### config.mk
export PLATFORM = sky130hd
export DESIGN_NAME = mouse_position_tracker
export DESIGN_NICKNAME = d
export VERILOG_FILES = /design/src/rtl/mouse_position_tracker.sv
export SDC_FILE = /design/constraint.sdc
export NUM_CORES = 1
export LEC_CHECK = 0
export CAP_MARGIN = 5
export CORE_ASPECT_RATIO = 0.5
export CORE_UTILIZATION = 23
export CTS_BUF_LIST = sky130_fd_sc_hd__clkbuf_4
export CTS_CLUSTER_SIZE = 28
export DETAILED_ROUTE_END_ITERATION = 12
export GPL_TIMING_DRIVEN = 0
export PLACE_DENSITY = 0.51
export SLEW_MARGIN = 10
export SYNTH_ARGS = -nofsm -noshare
export SYNTH_HDL_FRONTEND = slang
export SYNTH_SLANG_ARGS = --single-unit
### constraint.sdc
create_clock -name CLK -period 6.1 [get_ports CLK]
set_clock_uncertainty 0.2 [all_clocks]
set_input_delay 1.22 -clock CLK [delete_from_list [all_inputs] [get_ports CLK]]
set_output_delay 1.22 -clock CLK [all_outputs]
set_load 0.05 [all_outputs]
### src/rtl/mouse_position_tracker.sv
// mouse_position_tracker: turns raw PS/2 mouse packets into bounded absolute
// X/Y coordinates, a saturating wheel count and button edge events.
// Two-stage pipeline: stage 1 decodes and scales the deltas, stage 2
// accumulates them into the registered outputs. Accepts one packet per cycle.
module mouse_position_tracker #(
    parameter int W        = 8,
    parameter int LIMIT_X  = 160,
    parameter int LIMIT_Y  = 120,
    parameter int ZW       = 8,
    parameter int INVERT_Y = 0
) (
    input  logic                 CLK,
    input  logic                 RESET,
    input  logic                 PKT_VALID,
    input  logic [7:0]           STATUS,
    input  logic [7:0]           DX,
    input  logic [7:0]           DY,
    input  logic [7:0]           DZ,
    input  logic [1:0]           DPI,
    input  logic                 WRAP,
    input  logic                 RECENTER,
    output logic [W-1:0]         POS_X,
    output logic [W-1:0]         POS_Y,
    output logic signed [ZW-1:0] WHEEL,
    output logic [2:0]           BUTTONS,
    output logic [2:0]           BTN_PRESS,
    output logic [2:0]           BTN_RELEASE,
    output logic                 UPDATED
);

    // Internal arithmetic width: wide enough for pos + a full-range delta
    // (+/-256) even when W is small.
    localparam int NW = (W + 2 > 11) ? W + 2 : 11;

    localparam logic signed [NW-1:0] LIM_X    = NW'(LIMIT_X);
    localparam logic signed [NW-1:0] LIM_Y    = NW'(LIMIT_Y);
    localparam logic [W-1:0]         CENTER_X = W'(LIMIT_X / 2);
    localparam logic [W-1:0]         CENTER_Y = W'(LIMIT_Y / 2);

    localparam logic signed [ZW:0] WHEEL_MAX = (ZW+1)'((2 ** (ZW - 1)) - 1);
    localparam logic signed [ZW:0] WHEEL_MIN = (ZW+1)'(-(2 ** (ZW - 1)));

    // Decode a 9-bit signed delta (with overflow forcing) and scale it by a
    // right shift that truncates toward zero for both signs.
    function automatic logic signed [NW-1:0] scaleDelta(
        input logic       sign,
        input logic       ovf,
        input logic [7:0] mag,
        input logic [1:0] dpi
    );
        logic signed [8:0]    raw;
        logic signed [NW-1:0] d;
        logic [NW-1:0]        absVal;
        raw = {sign, mag};
        if (ovf)
            d = sign ? NW'(-256) : NW'(255);
        else
            d = NW'(raw);
        absVal = (d < 0) ? -d : d;
        absVal = absVal >> dpi;
        return (d < 0) ? -signed'(absVal) : signed'(absVal);
    endfunction

    // Symmetric saturation of a step to +/-(lim-1); keeps wrap arithmetic to
    // a single add/subtract of the limit.
    function automatic logic signed [NW-1:0] limitStep(
        input logic signed [NW-1:0] s,
        input logic signed [NW-1:0] lim
    );
        logic signed [NW-1:0] top;
        top = lim - NW'(1);
        if (s > top)
            return top;
        else if (s < -top)
            return -top;
        else
            return s;
    endfunction

    // New coordinate from current position and step, clamped or wrapped.
    function automatic logic [W-1:0] nextPos(
        input logic [W-1:0]         pos,
        input logic signed [NW-1:0] s,
        input logic signed [NW-1:0] lim,
        input logic                 wrap
    );
        logic signed [NW-1:0] n;
        n = signed'(NW'(pos)) + s;
        if (wrap) begin
            if (n < 0)
                n = n + lim;
            else if (n >= lim)
                n = n - lim;
        end else begin
            if (n < 0)
                n = '0;
            else if (n > lim - NW'(1))
                n = lim - NW'(1);
        end
        return W'(n);
    endfunction

    // Saturating signed wheel accumulation.
    function automatic logic signed [ZW-1:0] satWheel(
        input logic signed [ZW-1:0] w,
        input logic signed [ZW-1:0] z
    );
        logic signed [ZW:0] sum;
        sum = (ZW+1)'(w) + (ZW+1)'(z);
        if (sum > WHEEL_MAX)
            return ZW'(WHEEL_MAX);
        else if (sum < WHEEL_MIN)
            return ZW'(WHEEL_MIN);
        else
            return ZW'(sum);
    endfunction

    // Status bit 3 and the upper wheel nibble carry no information here.
    logic unusedBits;
    assign unusedBits = ^{STATUS[3], DZ[7:4]};

    logic signed [NW-1:0] scaledX, scaledY, stepX, stepY;
    logic signed [3:0]    dzNibble;
    logic signed [ZW-1:0] wheelStep;

    logic signed [NW-1:0] stepX_p1, stepY_p1;
    logic signed [ZW-1:0] wheelStep_p1;
    logic [2:0]           buttons_p1;
    logic                 wrap_p1;
    logic                 vld_p1;

    // Decode, scale, optionally invert Y and pre-saturate the raw packet.
    always_comb begin
        scaledX = scaleDelta(STATUS[4], STATUS[6], DX, DPI);
        scaledY = scaleDelta(STATUS[5], STATUS[7], DY, DPI);
        if (INVERT_Y != 0)
            scaledY = -scaledY;
        stepX     = WRAP ? limitStep(scaledX, LIM_X) : scaledX;
        stepY     = WRAP ? limitStep(scaledY, LIM_Y) : scaledY;
        dzNibble  = DZ[3:0];
        wheelStep = ZW'(dzNibble);
    end

    // ---- stage 1: decoded packet registers ----

    // Stage-1 valid; reset drops any in-flight packet and ignores strobes.
    always_ff @(posedge CLK) begin
        if (!RESET)
            vld_p1 <= 1'b0;
        else
            vld_p1 <= PKT_VALID;
    end

    // Stage-1 data capture, only meaningful while vld_p1 is set.
    always_ff @(posedge CLK) begin
        if (PKT_VALID) begin
            stepX_p1     <= stepX;
            stepY_p1     <= stepY;
            wheelStep_p1 <= wheelStep;
            buttons_p1   <= STATUS[2:0];
            wrap_p1      <= WRAP;
        end
    end

    // ---- stage 2: accumulated outputs ----

    // Apply a stage-1 packet to position, wheel and buttons; recenter wins
    // over the position/wheel update but buttons and pulses still land.
    always_ff @(posedge CLK) begin
        if (!RESET) begin
            POS_X       <= CENTER_X;
            POS_Y       <= CENTER_Y;
            WHEEL       <= '0;
            BUTTONS     <= '0;
            BTN_PRESS   <= '0;
            BTN_RELEASE <= '0;
            UPDATED     <= 1'b0;
        end else begin
            UPDATED <= vld_p1;
            if (vld_p1) begin
                BUTTONS     <= buttons_p1;
                BTN_PRESS   <= buttons_p1 & ~BUTTONS;
                BTN_RELEASE <= ~buttons_p1 & BUTTONS;
            end else begin
                BTN_PRESS   <= '0;
                BTN_RELEASE <= '0;
            end
            if (RECENTER) begin
                POS_X <= CENTER_X;
                POS_Y <= CENTER_Y;
                WHEEL <= '0;
            end else if (vld_p1) begin
                POS_X <= nextPos(POS_X, stepX_p1, LIM_X, wrap_p1);
                POS_Y <= nextPos(POS_Y, stepY_p1, LIM_Y, wrap_p1);
                WHEEL <= satWheel(WHEEL, wheelStep_p1);
            end
        end
    end

endmodule

Track usage over the die:
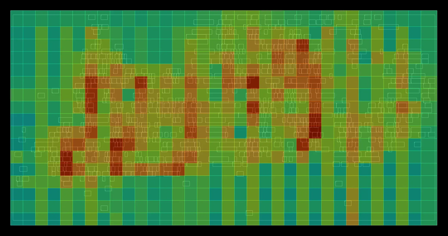
GR Util met1: 18.9%
GRT Util Overall: 13.4%

Close-up of the layout:
Region (106, 47) to (131, 72) um. Cells in gray, sequential cells in the stronger gray; small squares are vias.
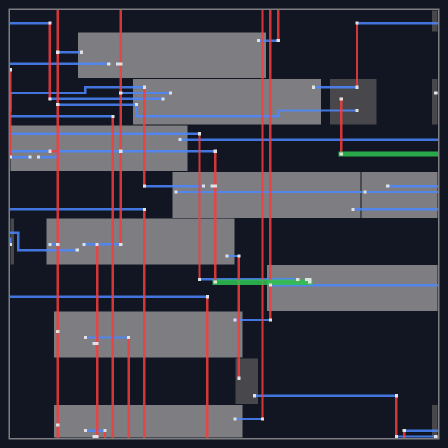
Blue is metal 1. Green is metal 3. Red is metal 2.
11 logic cells have their middle in the window. Most frequent: edfxtp_1 (8). Sequential cells in the window: 9. Netlist names of flops here include stepX_p1 (5), stepY_p1 (3).

Where the registers sit:
Scale: 2 px per um. Other sequential cells in the stronger gray, the rest of the logic in the fainter gray.
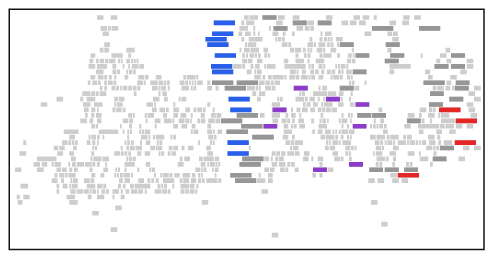
Red is wheelStep_p1, flops 4, where east. Blue is stepY_p1, flops 11. Purple is POS_X, flops 8.
Another 42 sequential cells are not colored.

M2 wires:
Scale: 2 px per um.
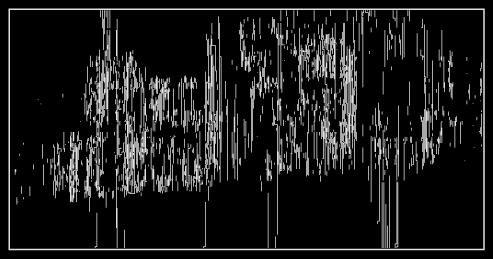
The layer carries 8,450 um of wire. 779 nets have wire on it. The layer holds 45% of the routed length. The longest straight run is 57.8 um.

[flip-flops by register name, indices dropped and copies added, names as in the netlist]
| register | cells |
|---|---|
| WHEEL | 8 |
| BTN_PRESS | 3 |
| BUTTONS | 3 |
| wheelStep_p1 | 4 |
| vld_p1 | 1 |
| POS_X | 8 |
| BTN_RELEASE | 3 |
| wrap_p1 | 1 |
| UPDATED | 1 |
| POS_Y | 8 |
| stepX_p1 | 11 |
| stepY_p1 | 11 |
| buttons_p1 | 3 |
[report_power, final]
group          leakage, nW  internal (mW)  switching [mW]
combinational         2.10          0.263           0.430
sequential           0.579          0.495          0.0234
clock               0.0940          0.210           0.168
==> changes_impl.md <==
## Implementation

- Routability Congestion: 0.861
- Setup tns final: 0 ns
- Dpl cells: 1,187
- P&R area growth vs syn: 19.4%
- Multi-input logic area: 4370 um2
- First-pass GRT wire length: 31,000 um
- Non-clock inverters: 41
- Reg-to-reg endpoint: POS_Y[4]
- Worst path max stage delay: 0.47 ns
- Period Utilization, post-route: 91.5%
- YS warnings: 0
- Fp_density: 23.7%
- Top cells excl fill/tap: nor2_1, clkdlybuf4s50_1, o21ai_0
- Most frequent cell after synthesis: nor2_1
- Port Buffer Count: 61
- Async SR Flop Fraction: 0%
- Setup violations, final: 0
- Worst-Margin Slew: 0.752 ns
- Log Warnings: 35
- Top logic family: AND-OR/OR-AND gates
- Cts repair resizes: 0
- Final hold viol count: 0
- Largest net degree at the start of global routing: 32
- Antenna violations before repair: 0
- Final hold slack: 0.273 ns
- Area-dominant class: combinational gates
- Reg area: 1600 um2
- RSZ-0062 raised after global routing: false
- Status: finished clean
- Post-CTS setup buffers: 0
- Mux frac, synth: 2.61%
- Synthesized instance count: 774
- Yosys simple share: 23.1%
- Adders+Majority by Area: 8.77%
- M1 WL: 9520 um
- Met3 wire length: 881 um
- GRT met2 Usage: 21.7%
- Number of cells on the critical path: 19
- CP most frequent cell: a21oi_1
- Core Area: 26,700 um2
- Hold EP: BTN_RELEASE[0]
- Total Nets Final: 921
- End of the critical path: stepY_p1[2]
- # fillers: 2,850
Power and IR drop assume default switching activity.
